run_1/util_map.png
11 x 12 tiles, from white (low) to dark blue (high), 0 to 100% covered.
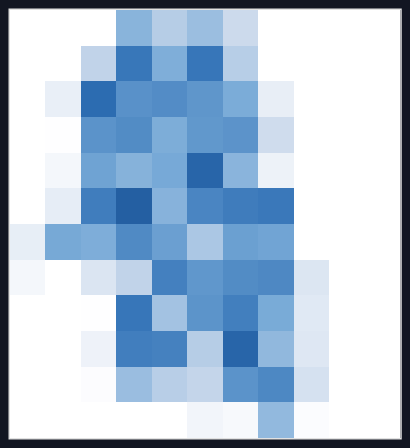
run_1/layers.png
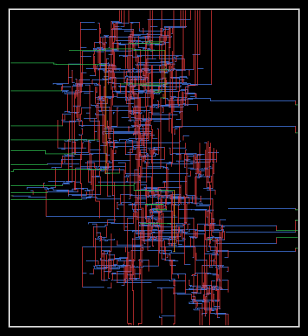
run_1/m2.png
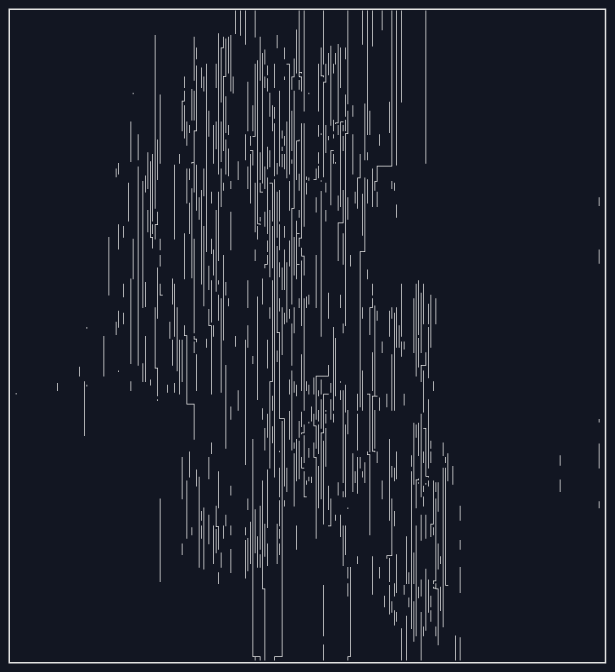
run_1/gates.png
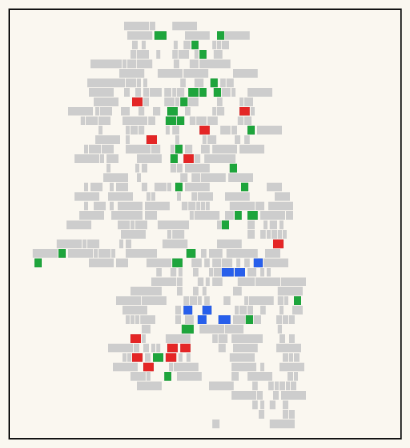
## src/rtl/spi_bus_bridge_if.sv

```systemverilog
// SPI pin and bus-master signal bundle for the SPI-to-bus bridge.
interface spi_bus_bridge_if #(
    parameter int unsigned ADDR_WIDTH = 18
);
    logic                  spi_cs_ni;
    logic                  spi_sck_i;
    logic                  spi_sd_i;
    logic                  spi_sd_o;
    logic                  spi_stall_o;
    logic [ADDR_WIDTH-1:0] wb_addr_o;
    logic [7:0]            wb_data_o;
    logic [7:0]            wb_data_i;
    logic                  wb_we_o;
    logic                  wb_cycle_o;
    logic                  wb_ack_i;
    logic                  error_o;

    // Bridge side: SPI slave towards the MCU, bus master towards the arbiter.
    modport slave (
        input  spi_cs_ni, spi_sck_i, spi_sd_i, wb_data_i, wb_ack_i,
        output spi_sd_o, spi_stall_o, wb_addr_o, wb_data_o, wb_we_o,
               wb_cycle_o, error_o
    );

    // Environment side: SPI host pins plus the bus target.
    modport master (
        output spi_cs_ni, spi_sck_i, spi_sd_i, wb_data_i, wb_ack_i,
        input  spi_sd_o, spi_stall_o, wb_addr_o, wb_data_o, wb_we_o,
               wb_cycle_o, error_o
    );
endinterface

```

## src/rtl/spi_bus_bridge.sv

```systemverilog
// SPI mode-0 slave that turns command/address/data frames into acked bus
// cycles, with burst auto-increment, read prefetch and an ack timeout.
module spi_bus_bridge #(
    parameter int unsigned ADDR_WIDTH  = 18,
    parameter int unsigned SYNC_STAGES = 2,
    parameter int unsigned ACK_TIMEOUT = 255
) (
    input  logic            clock_i,
    input  logic            reset_ni,
    spi_bus_bridge_if.slave bus
);

    localparam int unsigned ABYTES = (ADDR_WIDTH + 7) / 8;
    localparam int unsigned ABW    = (ABYTES > 1) ? $clog2(ABYTES) : 1;
    localparam int unsigned TW     = $clog2(ACK_TIMEOUT + 1);

    typedef enum logic [2:0] {
        S_IDLE  = 3'd0,
        S_CMD   = 3'd1,
        S_ADDR  = 3'd2,
        S_DATA  = 3'd3,
        S_BUS   = 3'd4,
        S_DRAIN = 3'd5
    } state_t;

    state_t state_q, state_d;

    logic [SYNC_STAGES-1:0] cs_sync, sck_sync, sd_sync;
    logic                   cs_prev, sck_prev;
    logic                   cs_s, sck_s, sd_s;

    logic [2:0]            bit_cnt_q;
    logic [6:0]            rx_q;
    logic [7:0]            tx_q, tx_d;
    logic [ABW-1:0]        abyte_q;
    logic [TW-1:0]         tmo_q;
    logic                  rd_q, inc_q;
    logic [ADDR_WIDTH-1:0] addr_q;

    logic       cycle_q, cycle_d, stall_q, stall_d, we_q, we_d;
    logic       error_q, error_d, sd_q, sd_d;
    logic [7:0] wdata_q, wdata_d;

    logic       in_frame, bus_busy, bit_live;
    logic       sck_rise, sck_fall, cs_fall;
    logic       byte_done, last_abyte, tmo_hit, bus_done, cycle_start;
    logic [7:0] rx_byte;

    assign cs_s  = cs_sync[SYNC_STAGES-1];
    assign sck_s = sck_sync[SYNC_STAGES-1];
    assign sd_s  = sd_sync[SYNC_STAGES-1];

    assign sck_rise = sck_s & ~sck_prev;
    assign sck_fall = ~sck_s & sck_prev;
    assign cs_fall  = ~cs_s & cs_prev;

    assign in_frame   = (state_q == S_CMD) || (state_q == S_ADDR) || (state_q == S_DATA);
    assign bus_busy   = (state_q == S_BUS) || (state_q == S_DRAIN);
    assign bit_live   = in_frame & ~cs_s;
    assign rx_byte    = {rx_q, sd_s};
    assign byte_done  = bit_live & sck_rise & (bit_cnt_q == 3'd7);
    assign last_abyte = (abyte_q == ABW'(ABYTES - 1));
    assign tmo_hit    = bus_busy & ~bus.wb_ack_i & (tmo_q == TW'(ACK_TIMEOUT - 1));
    assign bus_done   = bus_busy & (bus.wb_ack_i | tmo_hit);
    // Reads issue after the last address byte and after every data byte.
    assign cycle_start = byte_done &
                         (((state_q == S_ADDR) & last_abyte & rd_q) | (state_q == S_DATA));

    assign bus.spi_sd_o    = sd_q;
    assign bus.spi_stall_o = stall_q;
    assign bus.wb_addr_o   = addr_q;
    assign bus.wb_data_o   = wdata_q;
    assign bus.wb_we_o     = we_q;
    assign bus.wb_cycle_o  = cycle_q;
    assign bus.error_o     = error_q;

    // Input synchronisers; CS resets to its inactive level to avoid a false frame start.
    always_ff @(posedge clock_i) begin
        if (!reset_ni) begin
            cs_sync  <= '1;
            sck_sync <= '0;
            sd_sync  <= '0;
            cs_prev  <= 1'b1;
            sck_prev <= 1'b0;
        end else begin
            cs_sync  <= {cs_sync[SYNC_STAGES-2:0], bus.spi_cs_ni};
            sck_sync <= {sck_sync[SYNC_STAGES-2:0], bus.spi_sck_i};
            sd_sync  <= {sd_sync[SYNC_STAGES-2:0], bus.spi_sd_i};
            cs_prev  <= cs_s;
            sck_prev <= sck_s;
        end
    end

    // State register.
    always_ff @(posedge clock_i) begin
        if (!reset_ni) state_q <= S_IDLE;
        else           state_q <= state_d;
    end

    // Next-state logic; a CS release mid-frame abandons it, during a cycle it drains.
    always_comb begin
        state_d = state_q;
        case (state_q)
            S_IDLE:  if (cs_fall) state_d = S_CMD;
            S_CMD: begin
                if (cs_s)           state_d = S_IDLE;
                else if (byte_done) state_d = S_ADDR;
            end
            S_ADDR: begin
                if (cs_s)                          state_d = S_IDLE;
                else if (byte_done && last_abyte)  state_d = rd_q ? S_BUS : S_DATA;
            end
            S_DATA: begin
                if (cs_s)           state_d = S_IDLE;
                else if (byte_done) state_d = S_BUS;
            end
            S_BUS: begin
                if (bus_done)  state_d = cs_s ? S_IDLE : S_DATA;
                else if (cs_s) state_d = S_DRAIN;
            end
            S_DRAIN: if (bus_done) state_d = S_IDLE;
            default: state_d = S_IDLE;
        endcase
    end

    // Next values of the registered outputs and the MISO shifter.
    always_comb begin
        cycle_d = cycle_q;
        stall_d = stall_q;
        we_d    = we_q;
        wdata_d = wdata_q;
        error_d = error_q;
        tx_d    = tx_q;
        if (state_q == S_IDLE) tx_d = '0;
        if (cycle_start) begin
            cycle_d = 1'b1;
            stall_d = 1'b1;
            we_d    = ~rd_q;
            if (!rd_q) wdata_d = rx_byte;
        end
        if (bus_done) begin
            cycle_d = 1'b0;
            stall_d = 1'b0;
            if ((state_q == S_BUS) && rd_q) tx_d = bus.wb_ack_i ? bus.wb_data_i : 8'hFF;
        end
        // The falling edge after a byte's 8th bit must not consume freshly loaded data.
        if (bit_live && sck_fall && (bit_cnt_q != 3'd0)) tx_d = {tx_q[6:0], 1'b0};
        if (tmo_hit)                              error_d = 1'b1;
        else if ((state_q == S_IDLE) && cs_fall)  error_d = 1'b0;
        sd_d = ~cs_s & tx_d[7];
    end

    // Datapath and output registers.
    always_ff @(posedge clock_i) begin
        if (!reset_ni) begin
            bit_cnt_q <= '0;
            rx_q      <= '0;
            tx_q      <= '0;
            abyte_q   <= '0;
            tmo_q     <= '0;
            rd_q      <= 1'b0;
            inc_q     <= 1'b0;
            addr_q    <= '0;
            cycle_q   <= 1'b0;
            stall_q   <= 1'b0;
            we_q      <= 1'b0;
            wdata_q   <= '0;
            error_q   <= 1'b0;
            sd_q      <= 1'b0;
        end else begin
            cycle_q <= cycle_d;
            stall_q <= stall_d;
            we_q    <= we_d;
            wdata_q <= wdata_d;
            error_q <= error_d;
            tx_q    <= tx_d;
            sd_q    <= sd_d;

            if (!bit_live)     bit_cnt_q <= '0;
            else if (sck_rise) bit_cnt_q <= bit_cnt_q + 3'd1;

            if (bit_live && sck_rise) rx_q <= rx_byte[6:0];

            if ((state_q == S_CMD) && byte_done) begin
                rd_q    <= rx_byte[7];
                inc_q   <= rx_byte[6];
                abyte_q <= '0;
            end

            if ((state_q == S_ADDR) && byte_done) begin
                addr_q  <= (addr_q << 8) | ADDR_WIDTH'(rx_byte);
                abyte_q <= abyte_q + ABW'(1);
            end else if (bus_done && inc_q) begin
                addr_q  <= addr_q + ADDR_WIDTH'(1);
            end

            if (bus_busy && !bus_done) tmo_q <= tmo_q + TW'(1);
            else                       tmo_q <= '0;
        end
    end

endmodule
```

## src/flat_wrapper.sv

```systemverilog
// flat-port wrapper written by rule: the top's interface ports become plain ports
module spi_bus_bridge_flat 
#(
    parameter int unsigned ADDR_WIDTH  = 18,
    parameter int unsigned SYNC_STAGES = 2,
    parameter int unsigned ACK_TIMEOUT = 255
)
  (clock_i, reset_ni, bus_spi_cs_ni, bus_spi_sck_i, bus_spi_sd_i, bus_wb_data_i, bus_wb_ack_i, bus_spi_sd_o, bus_spi_stall_o, bus_wb_addr_o, bus_wb_data_o, bus_wb_we_o, bus_wb_cycle_o, bus_error_o);
  spi_bus_bridge_if #(.ADDR_WIDTH(ADDR_WIDTH)) bus_i ();
  input  logic clock_i;
  input  logic reset_ni;
  input wire logic [$bits(bus_i.spi_cs_ni)-1:0] bus_spi_cs_ni;
  input wire logic [$bits(bus_i.spi_sck_i)-1:0] bus_spi_sck_i;
  input wire logic [$bits(bus_i.spi_sd_i)-1:0] bus_spi_sd_i;
  input wire logic [$bits(bus_i.wb_data_i)-1:0] bus_wb_data_i;
  input wire logic [$bits(bus_i.wb_ack_i)-1:0] bus_wb_ack_i;
  output wire logic [$bits(bus_i.spi_sd_o)-1:0] bus_spi_sd_o;
  output wire logic [$bits(bus_i.spi_stall_o)-1:0] bus_spi_stall_o;
  output wire logic [$bits(bus_i.wb_addr_o)-1:0] bus_wb_addr_o;
  output wire logic [$bits(bus_i.wb_data_o)-1:0] bus_wb_data_o;
  output wire logic [$bits(bus_i.wb_we_o)-1:0] bus_wb_we_o;
  output wire logic [$bits(bus_i.wb_cycle_o)-1:0] bus_wb_cycle_o;
  output wire logic [$bits(bus_i.error_o)-1:0] bus_error_o;
  assign bus_i.spi_cs_ni = bus_spi_cs_ni;
  assign bus_i.spi_sck_i = bus_spi_sck_i;
  assign bus_i.spi_sd_i = bus_spi_sd_i;
  assign bus_i.wb_data_i = bus_wb_data_i;
  assign bus_i.wb_ack_i = bus_wb_ack_i;
  assign bus_spi_sd_o = bus_i.spi_sd_o;
  assign bus_spi_stall_o = bus_i.spi_stall_o;
  assign bus_wb_addr_o = bus_i.wb_addr_o;
  assign bus_wb_data_o = bus_i.wb_data_o;
  assign bus_wb_we_o = bus_i.wb_we_o;
  assign bus_wb_cycle_o = bus_i.wb_cycle_o;
  assign bus_error_o = bus_i.error_o;
  spi_bus_bridge #(.ADDR_WIDTH(ADDR_WIDTH), .SYNC_STAGES(SYNC_STAGES), .ACK_TIMEOUT(ACK_TIMEOUT)) u_core (.clock_i(clock_i), .reset_ni(reset_ni), .bus(bus_i));
endmodule
```

## config.mk

```make
export PLATFORM = sky130hd
export DESIGN_NAME = spi_bus_bridge_flat
export DESIGN_NICKNAME = d
export VERILOG_FILES = /design/src/rtl/spi_bus_bridge_if.sv /design/src/rtl/spi_bus_bridge.sv /design/src/flat_wrapper.sv
export SDC_FILE = /design/constraint.sdc
export NUM_CORES = 1
export LEC_CHECK = 0
export CAP_MARGIN = 20
export CORE_ASPECT_RATIO = 1.1
export CORE_MARGIN = 2
export CORE_UTILIZATION = 25
export DETAILED_ROUTE_END_ITERATION = 7
export DONT_BUFFER_PORTS = 1
export GPL_ROUTABILITY_DRIVEN = 0
export SYNTH_ARGS = -nofsm -noshare
export SYNTH_HDL_FRONTEND = slang
export SYNTH_SLANG_ARGS = --single-unit
```

## constraint.sdc

```tcl
create_clock -name clock_i -period 3.1 [get_ports clock_i]
set_input_delay 0.465 -clock clock_i [delete_from_list [all_inputs] [get_ports clock_i]]
set_output_delay 0.465 -clock clock_i [all_outputs]
set_load 0.02 [all_outputs]
```

==> impl_metrics.ini, run 1 <==
; flow metrics
[synthesis]
top_cell = dfxtp_1
ys_ff = 71
synthXorXnorAreaFrac_pct = 3.27
synthArstFlopShare_pct = 0

[sta]
slew_viol_final = 0
skew_ns = 0.00521
worst_slack_ns = 0.707
fmax_mhz = 418
finalSetupViolations = 0

[cts]
cts_root_buffer = clkbuf_16
cts_tree = done
clk_pin_slew_ns = 0.06

[critical_path]
endpoint = u_core.bus.wb_addr_o[10]
reg2reg_from = u_core.bus.wb_addr_o[1]
critPathCaptureType = register

[global_route]
grtUsageMet1_pct = 12.7
overflow = 0

[cells_and_area]
largest_reg_flops = 18
nClkBuffers = 11
mostFrequentLayoutCells = 71 x dfxtp_1, 44 x nor2_1, 32 x nand2_1
nMultiInputCombCells = 274

[run_status]
status = finished, final reports clean

[floorplan]
initCoreUtil_pct = 25.5

[hold_path]
min_path_cells = 1

[power_and_ir_drop]
p_int_mw = 1.57
switching_power_uw = 408
## Picture notes: util_map.png
3.0% of the tiles are over 75% full. The mean over all tiles is 25%. 44% of the tiles are nearly empty. The emptiest ninth of the die: top right.

## Picture notes: layers.png
Key: M1 = blue [wire length 3270 microns]; M4 = orange [wire length 84.3 microns]; M3 = green [wire length 427 microns]; M2 = red [wire length 3780 microns]

## Picture notes: m2.png
The layer holds 50% of the routed length. The longest straight run is 56.1 microns. The wires run mostly vertical. The layer carries 3780 microns of wire.

## Picture notes: gates.png
Key: and/or cells = green [cells 30, most used or3_1, where a vertical strip down the middle]; xor and xnor cells = red [cells 12, most used xnor2_1]; non-inverting ao/oa cells = blue [cells 7]

-- run 1: stage by stage --
step / power (mW) / util [%] / std cells / instance area (sq um) / hold slack, ns
finish: 1.98 / 29.0 / 528 / 3650 / 0.207
global route: 2.05 / 29.0 / 528 / 3650 / 0.193
CTS: 2.01 / 29.0 / 528 / 3650 / 0.198
detailed placement: 0.983 / 26.6 / 512 / 3350 / 0.396
global placement: 0.982 / 26.6 / 512 / 3350 / 0.401
floorplan: 0.977 / - / 372 / 3210 / 0.386
-- run 1: layer usage --
layer / up-vias / wire length, microns
li1: 1317 / -
met4: 0 / 84
met3: 6 / 427
met2: 49 / 3780
met5: - / 0
met1: 1279 / 3270
run_1/congestion_map.png
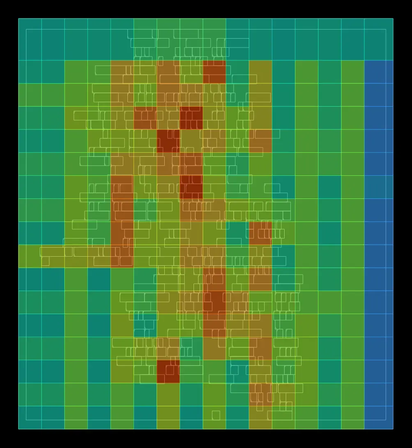

==> run 1 -> run 2 <==
==> constraint.sdc (replaced) <==
create_clock -name clock_i -period 2.1 [get_ports clock_i]
set_input_delay 0.315 -clock clock_i [delete_from_list [all_inputs] [get_ports clock_i]]
set_output_delay 0.315 -clock clock_i [all_outputs]
set_load 0.02 [all_outputs]
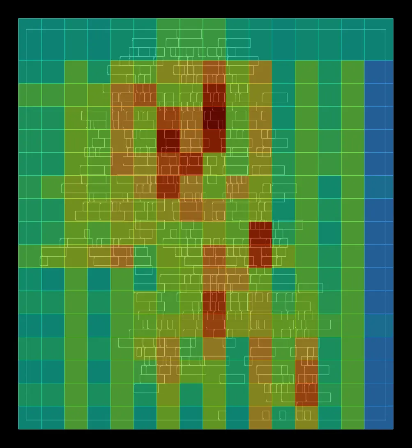
run_2/congestion_map.png
M1 GR Usage: 13.3%
most used routing layer in global routing: met2
grt met2 use: 20.5%
met3 Use GR: 5.00%
wire length per cell: 14.5 microns

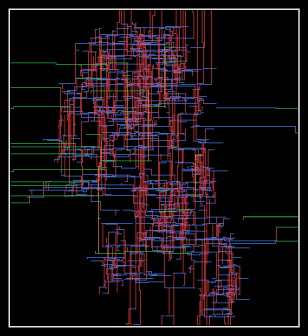
run_2/layers.png
Key: M3 = green [wire length 518 microns]; M1 = blue [wire length 3300 microns]; M4 = orange [wire length 170 microns]; M2 = red [wire length 4050 microns]

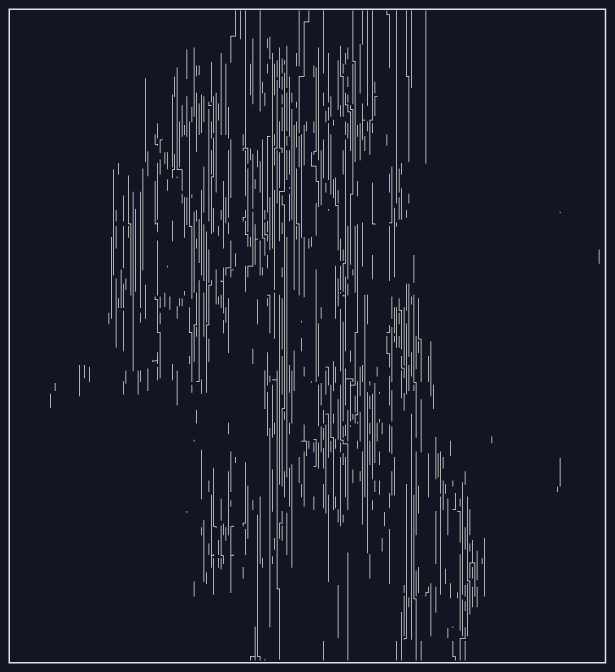
run_2/m2.png
338 nets have wire on it. The wires run mostly vertical. The longest straight run is 45.2 microns.

==> impl_metrics.ini, run 2 <==
; flow metrics
[sta]
finalSetupViolations = 0
skew_ns = 0.00609
fmax_mhz = 499
holdWs_ns = 0.0537

[cts]
clk_pin_slew_ns = 0.06
cts_tree = done
cts_resized = 0
cts_root_buffer = clkbuf_16

[cells_and_area]
mostFrequentLayoutCells = 69 x dfxtp_1, 44 x nor2_1, 32 x nand2_1
nClkBuffers = 10
largest_reg_flops = 18
nMultiInputCombCells = 274
final_cells = 555
final_util_pct = 31.1

[critical_path]
endpoint = u_core.bus.wb_addr_o[10]
reg2reg_from = u_core.bus.wb_addr_o[0]
critPathCaptureType = register

[route]
wl_met1_microns = 3300
routed-wl-met3_microns = 518

[floorplan]
initCoreUtil_pct = 25.5

[placement]
placedCellCount = 540
post_dp_cell_area_sq_um = 3570

[power_and_ir_drop]
power.total_mw = 3.07
p_int_mw = 2.45

[synthesis]
top_cell = dfxtp_1

[run_status]
status = finished, final reports clean

[global_route]
overflow = 0
[run 2: cell count changes in the layout (fill, tap and decap cells not counted), sizes merged]
cell    delta
buf       +28
bufinv     +1
clkinv     -1
clkbuf     -1
[run 2: worst reg2reg max path, delay by kind of cell, from the launching register on]
| kind | cells | cell delay [ns] |
|---|---|---|
| compound gates | 1 | 0.16 |
| fa+ha+maj | 1 | 0.20 |
| simple gates | 4 | 1.24 |
| flops | 1 | 0.33 |
[run 2: cell families (layout without fill, tap and decap cells)]
family | count (synthesis) | count (layout) | synth area share [%]
AOI/OAI and AO/OA | 84 | 84 | 15.7
xor gates and xnor gates | 12 | 12 | 3.27
adders and majority gates | 7 | 7 | 2.72
buffers and inverters | 27 | 53 | 3.46
DFF | 71 | 71 | 44.2
muxes | 20 | 20 | 6.27
and+or+nand+nor | 151 | 151 | 24.4
Power is estimated from default activity; no workload was simulated.
